==> run_1/sizing.png <==
Drawn at 3 px/um.
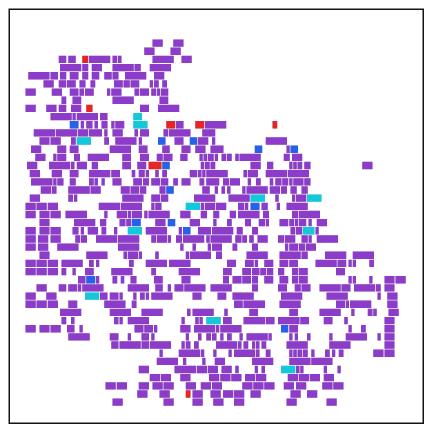
==> run_1/m3.png <==
Drawn at 3 px/um.
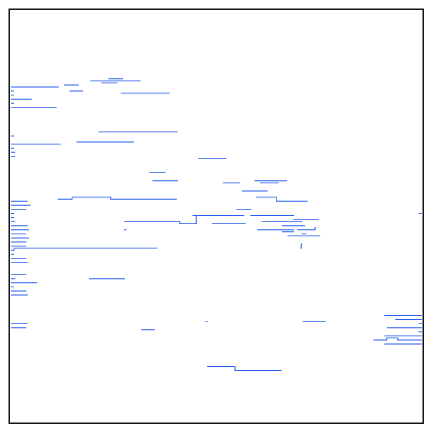
==> run_1/gates.png <==
Drawn at 3 px/um.
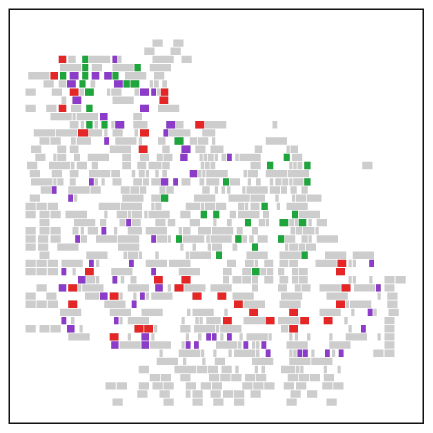
==> config.mk <==
export PLATFORM = sky130hd
export DESIGN_NAME = segment_swap_ctl
export DESIGN_NICKNAME = d
export VERILOG_FILES = /design/src/rtl/segment_swap_ctl_pkg.sv /design/src/rtl/segment_loop_counter.sv /design/src/rtl/segment_swap_ctl.sv
export SDC_FILE = /design/constraint.sdc
export NUM_CORES = 1
export LEC_CHECK = 0
export CAP_MARGIN = 20
export CORE_MARGIN = 5
export CORE_UTILIZATION = 30
export CTS_BUF_LIST = sky130_fd_sc_hd__clkbuf_8
export DETAILED_ROUTE_END_ITERATION = 6
export PLACE_DENSITY = 0.58
export SLEW_MARGIN = 20
export SYNTH_ARGS = -nofsm -noshare
export SYNTH_HDL_FRONTEND = slang
export SYNTH_SLANG_ARGS = --single-unit
==> constraint.sdc <==
create_clock -name CLK -period 5.05 [get_ports CLK]
set_input_delay 1.515 -clock CLK [delete_from_list [all_inputs] [get_ports CLK]]
set_output_delay 1.515 -clock CLK [all_outputs]
set_load 0.01 [all_outputs]
==> changes_impl.md, run 1 <==
### Changed

* Vert. Die Dim at 137.5 um
* Number of enable flip-flop cells at 0
* RSZ-0062 raised after global routing: false
* ANT nets after route at 0
* CTS tree: yes
* Yosys top cell by area: dfxtp_1
* Total track usage at 0.1326
* Logic gate share of total power at 0.413
* Mapped Avg Cell Area at 8.650 um^2
* Most common reg cell: dfxtp_1
* Setup TNS at 0 ns
* Routed len/inst at 14.50 um
* Leading power group: combinational logic
* CTS buffer count at 9
* Int Pwr at 0.001517 W
* M1 WL at 5.393 mm
* Crit path required time at 5.36 ns
* Core area at 15940 um^2
* Leak Pwr at 2.214 nW
* Sw frac at 0.3966
* Seq pwr at 0.000982 W
* R2R depth at 6
* Final Wtd Congestion at 0.8164
* Worst R2R Setup Slack at 2.15 ns
* Crit. End Element: register
* Hold Path Stages at 2
* Post-detail-place hpwl at 8.707 mm
* Clock latency on the worst-skew pair at 0.39 ns
* Critical path data arrival time at 4.14 ns
* Post-layout period usage at 0.7581
* Synthesized area at 4878 um^2
* Distinct lib cells at 46
* Fraction of layout cells with a size suffix above 1 at 0.04905
* Synth top area share at 0.4063
* CP Launch Type: input pin
* Fmax at 0.2612 GHz
* DIE WIDTH at 137.5 um
* Number of max-cap violations at 0
* Clock Skew at 0.008677 ns
* Clock slew at the register clock pins of the worst setup and hold paths at 0.10 ns
* 1st-pass router iterations at 4
* Initial drt markers at 370
* N_diodes at 0
* Vias per inst at 5.040
* Fillers at 1644
* Ys Warns at 0
* Rows at 46
* Maximum vdd drop at 0.2114 mV
* DP Worst Slack at 0.9567 ns
* Final setup viols at 0
* Number of global-route vias before repair at 4188
* Mapped Cells at 564
* Clock sinks at 99
* Floorplan Utilization at 0.3060
* Storage cell area at 1982 um^2
* Max Slew Vio Count at 0
* OpenROAD warnings at 28
* Flop pwr share at 0.391
* Top routing layer used: met4
* YS chip area at 4878 um^2
* P_sw at 0.0009973 W
* CP Max Fanout at 15
* Met3 wire length at 678 um
* First-pass GRT wire length at 20.15 mm
* Largest net degree at the start of global routing at 80
* Post-synth regs at 99
* DIE AREA at 18910 um^2
* Post-synthesis sequential area ratio at 0.4063
* Cell Area, Placed at 5889 um^2
* Final Net Count at 699
* Hold Path Class: reg -> reg
* P_comb at 0.00104 W
* Main area contributors: dfxtp_1 41%, mux2i_1 12%, nor2_1 6.4%, a211o_1 4.3%, a21oi_1 3.4%
* Slew @ Worst Pin at 0.9104 ns
* Clock Power at 0.000494 W
* CTS Root Cell: clkbuf_8
* H-tree levels at 3
* Final Hold Fails at 0
* Cell Pwr Density at 413.8 nW/um^2
* Ys cells at 564
* Status: finished clean
* Logic cell area at 2716 um^2
* Max Buffers Root-to-Sink at 2
* Post-CTS Hold Buffers at 0
* Clk pwr share at 0.196
* Io pins at 85
* Rel. slew slack at 0.3930
* Floorplan Nets at 636
* Met2 WL post-DR at 6.094 mm
* Gr ovfl total at 0
* FFs w/ async S/R, synth at 0
* Post-CTS setup buffer count at 0
* Final worst path period need at 3.828 ns
* DRC violations left at 0
* Most instantiated logic cells after routing: 99 x dfxtp_1, 83 x nor2_1, 82 x clkdlybuf4s50_1, 60 x mux2i_1, 41 x nand2_1
* # resized after CTS at 0
* PortBufs at 84
* Initial antenna violation count at 0
* Critical path class: in -> reg
About sizing.png:
Purple is x1 and smaller, cells 601, share 95%, most used dfxtp_1. Blue is x3 and x4, cells 13, share 2.1%, most used buf_4. Red is x2, cells 7, share 1.1%. Cyan is x6 and larger, cells 11, share 1.7%, most used clkbuf_8.
Synth-to-Final Area Change: 24.54%
setup slack after layout: 1.222 ns
final instance area: 6076 um^2
number of non-clock buffers: 92

About m3.png:
The layer holds 5.5% of the routed length. The layer carries 678 um of wire. The longest straight run is 47.6 um.
vias after detailed routing: 4274
GR Util met3: 0.03324
total wire length: 12.30 mm

About gates.png:
Green is and/or cells, cells 34. Purple is aoi and oai cells, cells 61. Red is non-inverting ao/oa cells, cells 34.
fraction of area in multi-input gates: 0.4471
Top cell excl fill/tap: dfxtp_1

## run 1: cell type report
class | instances | share of cell area
inverter | 8 | 0.004942
clock inverter | 7 | 0.01030
timing repair buffer | 92 | 0.1466
multi-input combinational | 417 | 0.4471
sequential | 99 | 0.3262
clock buffer | 9 | 0.02039
tap | 216 | 0.04448
## run 1: metrics by stage
stage,utilization,instances,power [W],hold WS [ns]
after floorplan,-,564,0.001748,0.4443
after global placement,0.3694,832,0.002010,0.4599
after detailed placement,0.3694,832,0.002042,0.4692
after CTS,0.3811,848,0.002545,0.4933
after global routing,0.3811,848,0.002698,0.5062
final,0.3811,848,0.002514,0.4856
## run 1: per-layer routing
layer | vias up | track usage
met5 | - | 0
met4 | 0 | 0.03880
met3 | 9 | 0.03324
met2 | 113 | 0.2294
met1 | 2015 | 0.1623
li1 | 2137 | -
## run 1: worst max-delay path, cell delays in order
cell	delay, ns
clkdlybuf4s50_1	0.51
nor4b_1	0.66
nand3_1	0.62
nor4_1	0.57
mux2i_1	0.26
## run 1: cell families (layout without fill, tap and decap cells)
kind of cell	count (synthesis)	count (layout)	share of synthesized area
flip-flops	99	99	0.4063
multiplexers	60	60	0.1231
adder cells (fa/ha/maj)	5	5	0.01282
buffers and inverters	48	116	0.03822
AND/OR/NAND/NOR	226	226	0.2270
XOR/XNOR	31	31	0.05566
AND-OR/OR-AND	95	95	0.1370
## run 1: Yosys cell counts, types with 5 or more instances
cell type,n
and3_1,5
nand4_1,16
buf_2,5
nor4_1,15
a211oi_1,9
inv_1,7
clkbuf_1,28
xor2_1,16
xnor2_1,15
dfxtp_1,99
a21oi_1,33
nor2b_1,7
nor3_1,6
buf_1,7
nand3_1,14
mux2i_1,60
a211o_1,24
ha_1,5
a2bb2oi_1,5
nor2_1,83
or3_1,17
nand2_1,41
## Run 2: what changed since run 1
--- a/config.mk
+++ b/config.mk
@@ -10,7 +10,7 @@
 export CORE_UTILIZATION = 30
 export CTS_BUF_LIST = sky130_fd_sc_hd__clkbuf_8
 export DETAILED_ROUTE_END_ITERATION = 6
-export PLACE_DENSITY = 0.58
+export PLACE_DENSITY = 0.6
 export SLEW_MARGIN = 20
 export SYNTH_ARGS = -nofsm -noshare
 export SYNTH_HDL_FRONTEND = slang
==> constraint.sdc (replaced) <==
create_clock -name CLK -period 3.35 [get_ports CLK]
set_input_delay 1.005 -clock CLK [delete_from_list [all_inputs] [get_ports CLK]]
set_output_delay 1.005 -clock CLK [all_outputs]
set_load 0.01 [all_outputs]
==> run 2 against run 1 <==
Against the previous run: largest cell class unchanged; critical path depth increased by 3; clock power increased by 62%; non-clock buffer count increased by 15; final cell count increased by 1.8%; synthesized area unchanged.
==> changes_impl.md, run 2 <==
### Changed

* Status: finished clean
* Floorplan Nets at 636 (unchanged)
* Max Slew Vio Count at 0 (unchanged)
* Final worst path period need at 2.996 ns
* Post-layout period usage at 0.8943
* Busiest layer in global routing: met2
* Clock Skew at 0.01365 ns (+0.004971 ns)
* Ys Warns at 0 (unchanged)
* Rows at 46 (unchanged)
* R2R depth at 6 (unchanged)
* DIE AREA at 18910 um^2 (unchanged)
* Ys cells at 564 (unchanged)
* Vias after detailed routing at 4280 (+0.14%)
* Met2 WL post-DR at 6.078 mm (-0.26%)
* Worst R2R Setup Slack at 0.83 ns (-1.32 ns)
* CP max-delay cell: clkdlybuf4s50_1
* Initial antenna violation count at 0 (unchanged)
* Clock slew at the register clock pins of the worst setup and hold paths at 0.10 ns (about the same)
* Crit. End Element: register
* Number of enable flip-flop cells at 0 (unchanged)
* Initial drt markers at 239 (-35%)
* Largest net degree at the start of global routing at 50 (-38%)
* Final setup viols at 0 (unchanged)
* Mapped Cells at 564 (unchanged)
* FFs w/ async S/R, synth at 0 (unchanged)
* DP Worst Slack at -0.2427 ns (-1.199 ns)
* Post-synth regs at 99 (unchanged)
* Final Wtd Congestion at 0.8361 (+2.4%)
* Top cells by count: 99 x dfxtp_1, 83 x nor2_1, 60 x mux2i_1, 41 x nand2_1, 33 x a21oi_1
* Final Net Count at 714 (+2.1%)
* Post-CTS Hold Buffers at 0 (unchanged)
* CP Launch Type: input pin
* Hold Path Class: reg -> reg
* N_diodes at 0 (unchanged)
* First-pass GRT wire length at 20.33 mm (+0.89%)
* Setup slack after layout at 0.3542 ns (-0.8676 ns)
* Slew @ Worst Pin at 0.8825 ns (-0.02790 ns)
* H-tree levels at 3 (unchanged)
* RSZ-0062 raised after global routing: false
* Most instantiated logic cells after routing: 99 x dfxtp_1, 83 x nor2_1, 82 x clkdlybuf4s50_1, 60 x mux2i_1, 41 x nand2_1
* Post-synthesis sequential area ratio at 0.4063 (unchanged)
* Distinct lib cells at 46 (unchanged)
* Synthesized area at 4878 um^2 (unchanged)
* Floorplan Utilization at 0.3060 (unchanged)
* Number of global-route vias before repair at 4279 (+2.2%)
* 1st-pass router iterations at 6 (+2)
* Vias per inst at 4.959 (-1.6%)
* DRC violations left at 0 (unchanged)
* Fmax at 0.3338 GHz
* Most common reg cell: dfxtp_1
* Met2 usage at 0.2329 (+0.003525)
* Top routing layer used: met4
* Total track usage at 0.1334 (+0.0008083)
* Top cell excl fill/tap: dfxtp_1
* Gr ovfl total at 0 (unchanged)
* YS chip area at 4878 um^2 (unchanged)
* Setup TNS at 0 ns (unchanged)
* PortBufs at 84 (unchanged)
* CP Max Fanout at 40 (+25)
* CTS buffer count at 9 (unchanged)
* Yosys top cell by area: dfxtp_1
* Critical path class: in -> reg
* Synth-to-Final Area Change at 27.44%
* Vert. Die Dim at 137.5 um (unchanged)
* Fraction of layout cells with a size suffix above 1 at 0.07110 (+0.02205)
* CTS Root Cell: clkbuf_8
* ANT nets after route at 0 (unchanged)
* Cell Chain, Critical Path: clkdlybuf4s50_1 -> buf_4 -> clkinv_1 -> a21boi_1 -> a21oi_2 -> buf_4 -> a22o_1 -> a22o_1
* Post-detail-place hpwl at 8.976 mm (+3.1%)
* Main area contributors: dfxtp_1 41%, mux2i_1 12%, nor2_1 6.4%, a211o_1 4.3%, a21oi_1 3.4%
* GR Util met1 at 0.1627 (+0.0003716)
* Io pins at 85 (unchanged)
* Routed len/inst at 14.28 um (-1.6%)
* Crit path required time at 3.63 ns (-1.73 ns)
* M1 WL at 5.461 mm (+1.3%)
* Core area at 15940 um^2 (unchanged)
* Clock latency on the worst-skew pair at 0.39 ns (about the same)
* Clock sinks at 99 (unchanged)
* CP peak stage delay at 0.55 ns (-0.11 ns)
* Synth top cell by count: dfxtp_1
* Mapped Avg Cell Area at 8.650 um^2 (unchanged)
* Leak Pwr at 2.306 nW (+4.2%)
* Synth top area share at 0.4063 (unchanged)
* CTS tree: yes
run 2: cells by family (layout without fill, tap and decap cells):
kind of cell,count (synthesis),count (layout),synth area share
AND-OR/OR-AND,95,95,0.1370
XOR/XNOR,31,31,0.05566
adder cells (fa/ha/maj),5,5,0.01282
buffers and inverters,48,131,0.03822
flip-flops,99,99,0.4063
multiplexers,60,60,0.1231
AND/OR/NAND/NOR,226,226,0.2270
run 2: stage by stage:
stage | total power [W] | hold slack [ns] | area [um^2] | instances | util
after floorplan | 0.002635 | 0.4443 | 4878 | 564 | -
after global placement | 0.003141 | 0.4622 | 5977 | 842 | 0.3749
after detailed placement | 0.003181 | 0.4691 | 5977 | 842 | 0.3749
after CTS | 0.003991 | 0.4827 | 6175 | 858 | 0.3873
after global routing | 0.004259 | 0.5106 | 6217 | 863 | 0.3900
final | 0.003985 | 0.4818 | 6217 | 863 | 0.3900
run 2: layout make-up:
type                            instances  area, um^2
Timing Repair Buffer                  107        1016
Tap cell                              216       270.3
Clock inverter                          7       73.82
Clock buffer                            9       123.9
Sequential cell                        99        1982
Inverter                                8       30.03
Multi-Input combinational cell        417        2721
Fill cell                            1624        9726
run 2: power breakdown:
part	switching, W	internal, W
Combinational	0.000940	0.000771
Clock	0.000447	0.000351
Sequential	0.000133	0.00134
Total	0.00152	0.00247
run 2: critical path: cells and delay by family:
family	cells	cell delay (ns)
buf+inv	4	1.32
compound gates	4	0.94
run 2: what timing repair did:
item | CTS | global route
setup buffers | 0 | 5
setup endpoints to repair | 0 | 3
hold endpoints to repair | 0 | 0
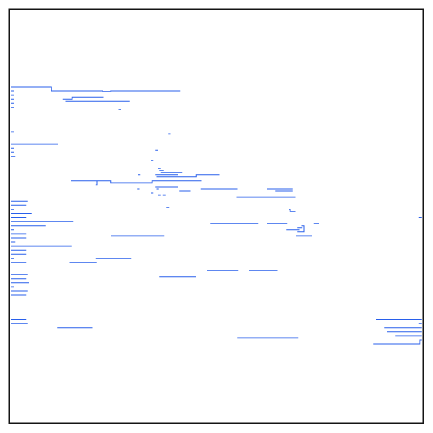
(run_2/m3.png)
Drawn at 3 px/um.
The longest straight run is 23.0 um. The layer holds 4.9% of the routed length. The wires run mostly horizontal. The layer carries 604 um of wire.
GR Util met3: 0.03251
total wire length: 12.32 mm

Power is estimated from default activity; no workload was simulated.
